===== config.mk =====
export PLATFORM = sky130hd
export DESIGN_NAME = rng_arbiter
export DESIGN_NICKNAME = d
export VERILOG_FILES = /design/src/rtl/rng_arbiter_pkg.sv /design/src/rtl/rng_arbiter_rng.sv /design/src/rtl/rng_arbiter.sv
export SDC_FILE = /design/constraint.sdc
export NUM_CORES = 1
export LEC_CHECK = 0
export ABC_AREA = 0
export CORE_ASPECT_RATIO = 1.5
export CORE_MARGIN = 2
export CORE_UTILIZATION = 45
export CTS_BUF_LIST = sky130_fd_sc_hd__clkbuf_4 sky130_fd_sc_hd__clkbuf_8 sky130_fd_sc_hd__clkbuf_16
export CTS_CLUSTER_DIAMETER = 80
export DETAILED_ROUTE_END_ITERATION = 10
export GPL_TIMING_DRIVEN = 0
export PLACE_DENSITY = 0.71
export REMOVE_ABC_BUFFERS = 1
export SLEW_MARGIN = 10
export SYNTH_ARGS = -nofsm -noshare
export SYNTH_HDL_FRONTEND = slang
export SYNTH_SLANG_ARGS = --single-unit

===== constraint.sdc =====
create_clock -name clk -period 1.6 [get_ports clk]
set_input_delay 0.24 -clock clk [delete_from_list [all_inputs] [get_ports clk]]
set_output_delay 0.24 -clock clk [all_outputs]
set_load 0.01 [all_outputs]

===== src/rtl/rng_arbiter_pkg.sv =====
// Shared definitions for the random-number arbiter: controller states,
// supported word widths, default seed and LFSR feedback masks.
package rng_arbiter_pkg;

   typedef enum logic [1:0] {
      ST_SEED   = 2'd0,
      ST_WARMUP = 2'd1,
      ST_SERVE  = 2'd2
   } state_t;

   localparam int OW_8  = 8;
   localparam int OW_16 = 16;
   localparam int OW_32 = 32;

   localparam logic [31:0] SEED_ALL_ONES = 32'hFFFF_FFFF;

   // Right-shift Galois masks of maximal-length polynomials, one per generator
   function automatic logic [31:0] poly_a(input int w);
      case (w)
         OW_16:   return 32'h0000_B400;
         OW_32:   return 32'h8020_0003;
         default: return 32'h0000_00B8;
      endcase
   endfunction

   function automatic logic [31:0] poly_b(input int w);
      case (w)
         OW_16:   return 32'h0000_D008;
         OW_32:   return 32'h8000_0057;
         default: return 32'h0000_008E;
      endcase
   endfunction

endpackage


===== src/rtl/rng_arbiter_rng.sv =====
// Pair of free-running Galois LFSRs; seed_rst loads both from one seed
// (the second gets the seed with its halves swapped so the streams differ).
module rng_arbiter_rng
   import rng_arbiter_pkg::*;
#(
   parameter int WIDTH = 8
) (
   input  logic             clk,
   input  logic             seed_rst,
   input  logic [WIDTH-1:0] seed,
   output logic [WIDTH-1:0] rnd_a,
   output logic [WIDTH-1:0] rnd_b
);

   localparam logic [31:0]      POLY_A_FULL = poly_a(WIDTH);
   localparam logic [31:0]      POLY_B_FULL = poly_b(WIDTH);
   localparam logic [WIDTH-1:0] MASK_A      = POLY_A_FULL[WIDTH-1:0];
   localparam logic [WIDTH-1:0] MASK_B      = POLY_B_FULL[WIDTH-1:0];

   function automatic logic [WIDTH-1:0] lfsr_step(input logic [WIDTH-1:0] s,
                                                  input logic [WIDTH-1:0] mask);
      return s[0] ? ((s >> 1) ^ mask) : (s >> 1);
   endfunction

   // A nonzero seed keeps both registers out of the all-zero lock-up state
   always_ff @(posedge clk) begin
      if (seed_rst) begin
         rnd_a <= seed;
         rnd_b <= {seed[WIDTH/2-1:0], seed[WIDTH-1:WIDTH/2]};
      end else begin
         rnd_a <= lfsr_step(rnd_a, MASK_A);
         rnd_b <= lfsr_step(rnd_b, MASK_B);
      end
   end

endmodule


===== src/rtl/rng_arbiter.sv =====
// Round-robin arbiter that hands each granted requester a pair of random
// words; the generator pair is reseeded and warmed up on demand.
//
//   state     | meaning
//   ----------+-----------------------------------------------------------
//   ST_SEED   | one cycle: load generators from captured seed, clear counter
//   ST_WARMUP | generators free-run for WARMUP_CYCLES, no grants
//   ST_SERVE  | one registered grant per cycle with any request pending
module rng_arbiter
   import rng_arbiter_pkg::*;
#(
   parameter int                      OUTPUT_WIDTH  = 8,
   parameter int                      NUM_REQ       = 4,
   parameter int                      WARMUP_CYCLES = 16,
   parameter logic [OUTPUT_WIDTH-1:0] SEED_DEFAULT  = SEED_ALL_ONES[OUTPUT_WIDTH-1:0]
) (
   input  logic                    clk,
   input  logic                    reset,
   input  logic [OUTPUT_WIDTH-1:0] seed_in,
   input  logic                    reseed,
   input  logic [NUM_REQ-1:0]      req,
   output logic [NUM_REQ-1:0]      gnt,
   output logic [OUTPUT_WIDTH-1:0] rnd_a,
   output logic [OUTPUT_WIDTH-1:0] rnd_b,
   output logic                    busy
);

   localparam int            PW       = $clog2(NUM_REQ);
   localparam logic [7:0]    WU_LAST  = 8'(WARMUP_CYCLES - 1);
   localparam logic [PW-1:0] PTR_LAST = PW'(NUM_REQ - 1);

   state_t                  state;
   logic [PW-1:0]           ptr;
   logic [PW-1:0]           win_idx;
   logic [PW-1:0]           hi_idx;
   logic [PW-1:0]           lo_idx;
   logic                    hi_found;
   logic [7:0]              cnt;
   logic                    from_reset;
   logic [OUTPUT_WIDTH-1:0] seed_q;
   logic [OUTPUT_WIDTH-1:0] seed_fix;
   logic [OUTPUT_WIDTH-1:0] seed_cur;
   logic [OUTPUT_WIDTH-1:0] gen_a;
   logic [OUTPUT_WIDTH-1:0] gen_b;
   logic                    gen_rst;

   // Right after reset there is no stored seed yet, so seed_in feeds the load directly
   assign seed_fix = (seed_in == '0) ? SEED_DEFAULT : seed_in;
   assign seed_cur = from_reset ? seed_fix : seed_q;
   assign gen_rst  = (state == ST_SEED);

   rng_arbiter_rng #(
      .WIDTH (OUTPUT_WIDTH)
   ) u_rng (
      .clk      (clk),
      .seed_rst (gen_rst),
      .seed     (seed_cur),
      .rnd_a    (gen_a),
      .rnd_b    (gen_b)
   );

   // Lowest requester at or above ptr wins, otherwise the lowest overall
   always_comb begin
      hi_found = 1'b0;
      hi_idx   = '0;
      lo_idx   = '0;
      win_idx  = '0;
      for (int i = NUM_REQ - 1; i >= 0; i--) begin
         if (req[i[PW-1:0]]) begin
            if (i[PW-1:0] >= ptr) begin
               hi_found = 1'b1;
               hi_idx   = i[PW-1:0];
            end
            lo_idx = i[PW-1:0];
         end
      end
      win_idx = hi_found ? hi_idx : lo_idx;
   end

   always_ff @(posedge clk or negedge reset) begin
      if (!reset) begin
         state      <= ST_SEED;
         busy       <= 1'b1;
         gnt        <= '0;
         rnd_a      <= '0;
         rnd_b      <= '0;
         ptr        <= '0;
         cnt        <= '0;
         seed_q     <= '0;
         from_reset <= 1'b1;
      end else begin
         gnt        <= '0;
         rnd_a      <= '0;
         rnd_b      <= '0;
         from_reset <= 1'b0;
         if (reseed) begin
            state  <= ST_SEED;
            busy   <= 1'b1;
            seed_q <= seed_fix;
         end else begin
            case (state)
               ST_SEED: begin
                  state <= ST_WARMUP;
                  cnt   <= '0;
               end
               ST_WARMUP: begin
                  cnt <= cnt + 1'b1;
                  if (cnt == WU_LAST) begin
                     state <= ST_SERVE;
                     busy  <= 1'b0;
                  end
               end
               ST_SERVE: begin
                  if (|req) begin
                     gnt   <= NUM_REQ'(1) << win_idx;
                     rnd_a <= gen_a;
                     rnd_b <= gen_b;
                     ptr   <= (win_idx == PTR_LAST) ? '0 : win_idx + 1'b1;
                  end
               end
               default: begin
                  state <= ST_SEED;
                  busy  <= 1'b1;
               end
            endcase
         end
      end
   end

endmodule


Fig. 1: PDN straps and rails
(4 px per µm) Pins as bars on the die edge.
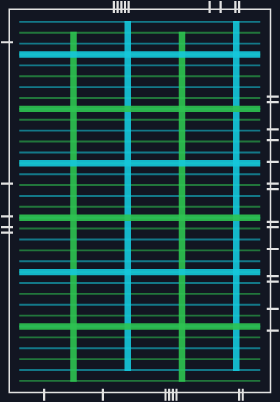
colour	net
green	VSS
cyan	VDD
met5 straps	6
signal pins	36
met1 rails	34
met4 straps	4
rows	33

==> results.sh <==
# physical design summary
export IMPL_status="complete, but fails checks"
export IMPL_violations="negative setup slack"
export IMPL_min_path_type="in -> async"
export IMPL_fin_total_pwr_mw=3.482
export IMPL_synthMuxAreaShare_pct=1.297
export IMPL_cts_buffers=9
export IMPL_topRoutingLayerUsed="met4"
export IMPL_antenna_left=0
export IMPL_grt_max_degree=29
export IMPL_holdWs_ps=353.6
export IMPL_post_cts_resized=18
export IMPL_cts_hold_buf=1
export IMPL_worst_path_max_fanout=5
export IMPL_netlist_top_cells_count="dfrtp_1 (40), a21oi_1 (29), nand2_1 (22), o21ai_0 (21), and2_2 (20)"
export IMPL_seq_power_mw=1.68
export IMPL_seq_cell_share_pct=41.59
export IMPL_syn_mean_instance_area_um2=10.16
export IMPL_clkSinkCount=58
export IMPL_io_buffers=35
export IMPL_cts_setup_buffers=6
export IMPL_final_clk_cell_share_pct=6.573
export IMPL_ys_sh_xor_pct=2.095
export IMPL_drt_pass1_iter_count=4
export IMPL_tap_cells=70
export IMPL_most_common_layout_cells="dfrtp_1 (37), clkdlybuf4s50_1 (32), a21oi_1 (28)"
export IMPL_drc=0
export IMPL_path_class="reg -> reg"
export IMPL_simple_gate_area_share_pct=19.85
export IMPL_tightest_slew_ps=654.8
export IMPL_dieArea_um2=6201
export IMPL_synthTopLogicFamily="simple AND/OR/NAND/NOR gates"
export IMPL_grt_pass1_wl_um=8314
export IMPL_dp_slack_ps=-1361
export IMPL_drt_initial_drc_count=110
export IMPL_chipHeight_um=95.45
export IMPL_grt_pass1_vias=1820
export IMPL_power_top_group="sequential cells"
export IMPL_post_dp_hpwl_um=3185
export IMPL_wl_per_cell_um=13.11
export IMPL_cp_data_required_time_ps=1820
export IMPL_postLayoutCellArea_um2=3312
export IMPL_most_common_cell="dfrtp_1"
export IMPL_rsz0062_at_grt="true"
export IMPL_nNonClkInverters=3
export IMPL_endpoint_kind="flip-flop"
export IMPL_fmax_mhz=608.7
export IMPL_final_comb_area_um2=1142
export IMPL_nFlopsAndLatches=58
export IMPL_ys_types=40
export IMPL_synthCells=247
export IMPL_cts_tree="done"
export IMPL_p_sw_share_pct=24.81
export IMPL_placedCellCount=341
export IMPL_top_cells_by_area="dfrtp_1 (40%), dfxtp_1 (13%), and2_2 (6.0%)"
export IMPL_timing_final_ws_setup_ps=-42.86
export IMPL_worstSetupEndpoint="ptr[1]"
export IMPL_worst_path_buf_inv=0
export IMPL_rr_startpoint="ptr[1]"
export IMPL_hold_viol=0
export IMPL_pg_comb_mw=0.351
export IMPL_r2r_end="ptr[1]"
export IMPL_edf_count=0
export IMPL_placed_area_um2=2907
export IMPL_antenna_cells=0
export IMPL_period_minus_slack_ps=1643
export IMPL_aoi_share_pct=16.71
export IMPL_buffer_area_share_pct=14.36
export IMPL_nets=314
export IMPL_n_clock_buffer=9
export IMPL_yosys_area_top_type="dfrtp_1"
export IMPL_openroad_warnings=30
export IMPL_yosys_area_top_type_share_pct=39.90
export IMPL_fin_tns_setup_ps=-145.7
export IMPL_cp_top_family="multiplexers"
export IMPL_synthArstFlopShare_pct=72.41
export IMPL_synth_flops=58
export IMPL_io_pins=36
export IMPL_relSlewSlack_pct=55.98
export IMPL_start_kind="flip-flop"
export IMPL_path_depth=4
export IMPL_period_used_pct=102.7
export IMPL_grt_util_all_layers_pct=17.39
export IMPL_ys_area_um2=2509
export IMPL_buffers=47
export IMPL_htree_num_levels=3
export IMPL_seq_power_share_pct=48.2
export IMPL_wl_um=4839
export IMPL_ir_worst_vdd_uv=810.4
export IMPL_startpoint="ptr[1]"
export IMPL_gr_max_usage_layer="met2"
export IMPL_drive_above_1_share_pct=22.74
export IMPL_layout_top_cell="dfrtp_1"
export IMPL_ys_cells=247
export IMPL_antenna_found_initial=0
export IMPL_wl_met3_um=183
export IMPL_crit_slowest_cell="dfrtp_2"
export IMPL_cts_root_buf="clkbuf_8"
export IMPL_timing_max_cap_violations=0
export IMPL_rows=33
export IMPL_core_region_area_um2=5409
export IMPL_drt_vias_per_instance=5.225
export IMPL_comb_area_share_pct=34.49
export IMPL_logic_gates=175
export IMPL_synth_warnings=0
export IMPL_cp_cell_sequence="mux2_4 > a211oi_4 > ha_1 > mux2_4"
export IMPL_cp_common_cell="mux2_4"
export IMPL_cts_clk_slew_worst_paths_ps=70
export IMPL_route_vias_total=1928
export IMPL_utilization_pct=61.23
export IMPL_die_width_um=64.97
export IMPL_powerDensity_nw_per_um2=1051
export IMPL_r2r_worst_path_cells=4
export IMPL_drt_met1_wl_um=1932
export IMPL_synth_main_ff_cell="dfrtp_1"
export IMPL_crit_arrival_ps=1860
export IMPL_power_switching_mw=0.8638
export IMPL_gr_usage_met3_pct=4.368
export IMPL_syn_area_um2=2509
export IMPL_stdcell_count=369
export IMPL_regArea_um2=1378
export IMPL_syn_to_final_growth_pct=32.02
export IMPL_intPower_mw=2.618
export IMPL_max_stage_delay_ps=440
export IMPL_p_comb_share_pct=10.1
export IMPL_setup_viol=14
export IMPL_gp_congestion=0.7859
export IMPL_ys_sh_adder_pct=2.494
export IMPL_finalMaxSlewViolations=0
export IMPL_clock_path_buffers=2
export IMPL_p_leak_nw=1.409
export IMPL_grt_remaining_overflow=0
export IMPL_nFillCells=424
export IMPL_largest_class="flip-flops and latches"
export IMPL_fp_utilization_pct=46.38
export IMPL_r2r_slack_ps=-40
export IMPL_grt_met2_usage_pct=30.41
export IMPL_yosys_stat_seqShare_pct=54.76
Fig. 2: clock wires, drivers and flops
(6 px per µm)
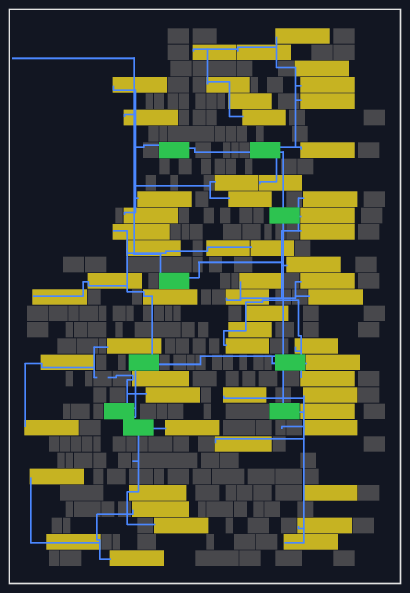
[blue] clock wires | length: 650 µm
[green] cells driving clock nets | count: 9
[yellow] flip-flops | count: 58
routed clock nets	10
clk pwr: 1.45 mW
Worst Clk Skew: 5.498 ps
Clock Power Share: 41.7%
Clock Latency Late Sink: 330 ps

Power and IR drop assume default switching activity.
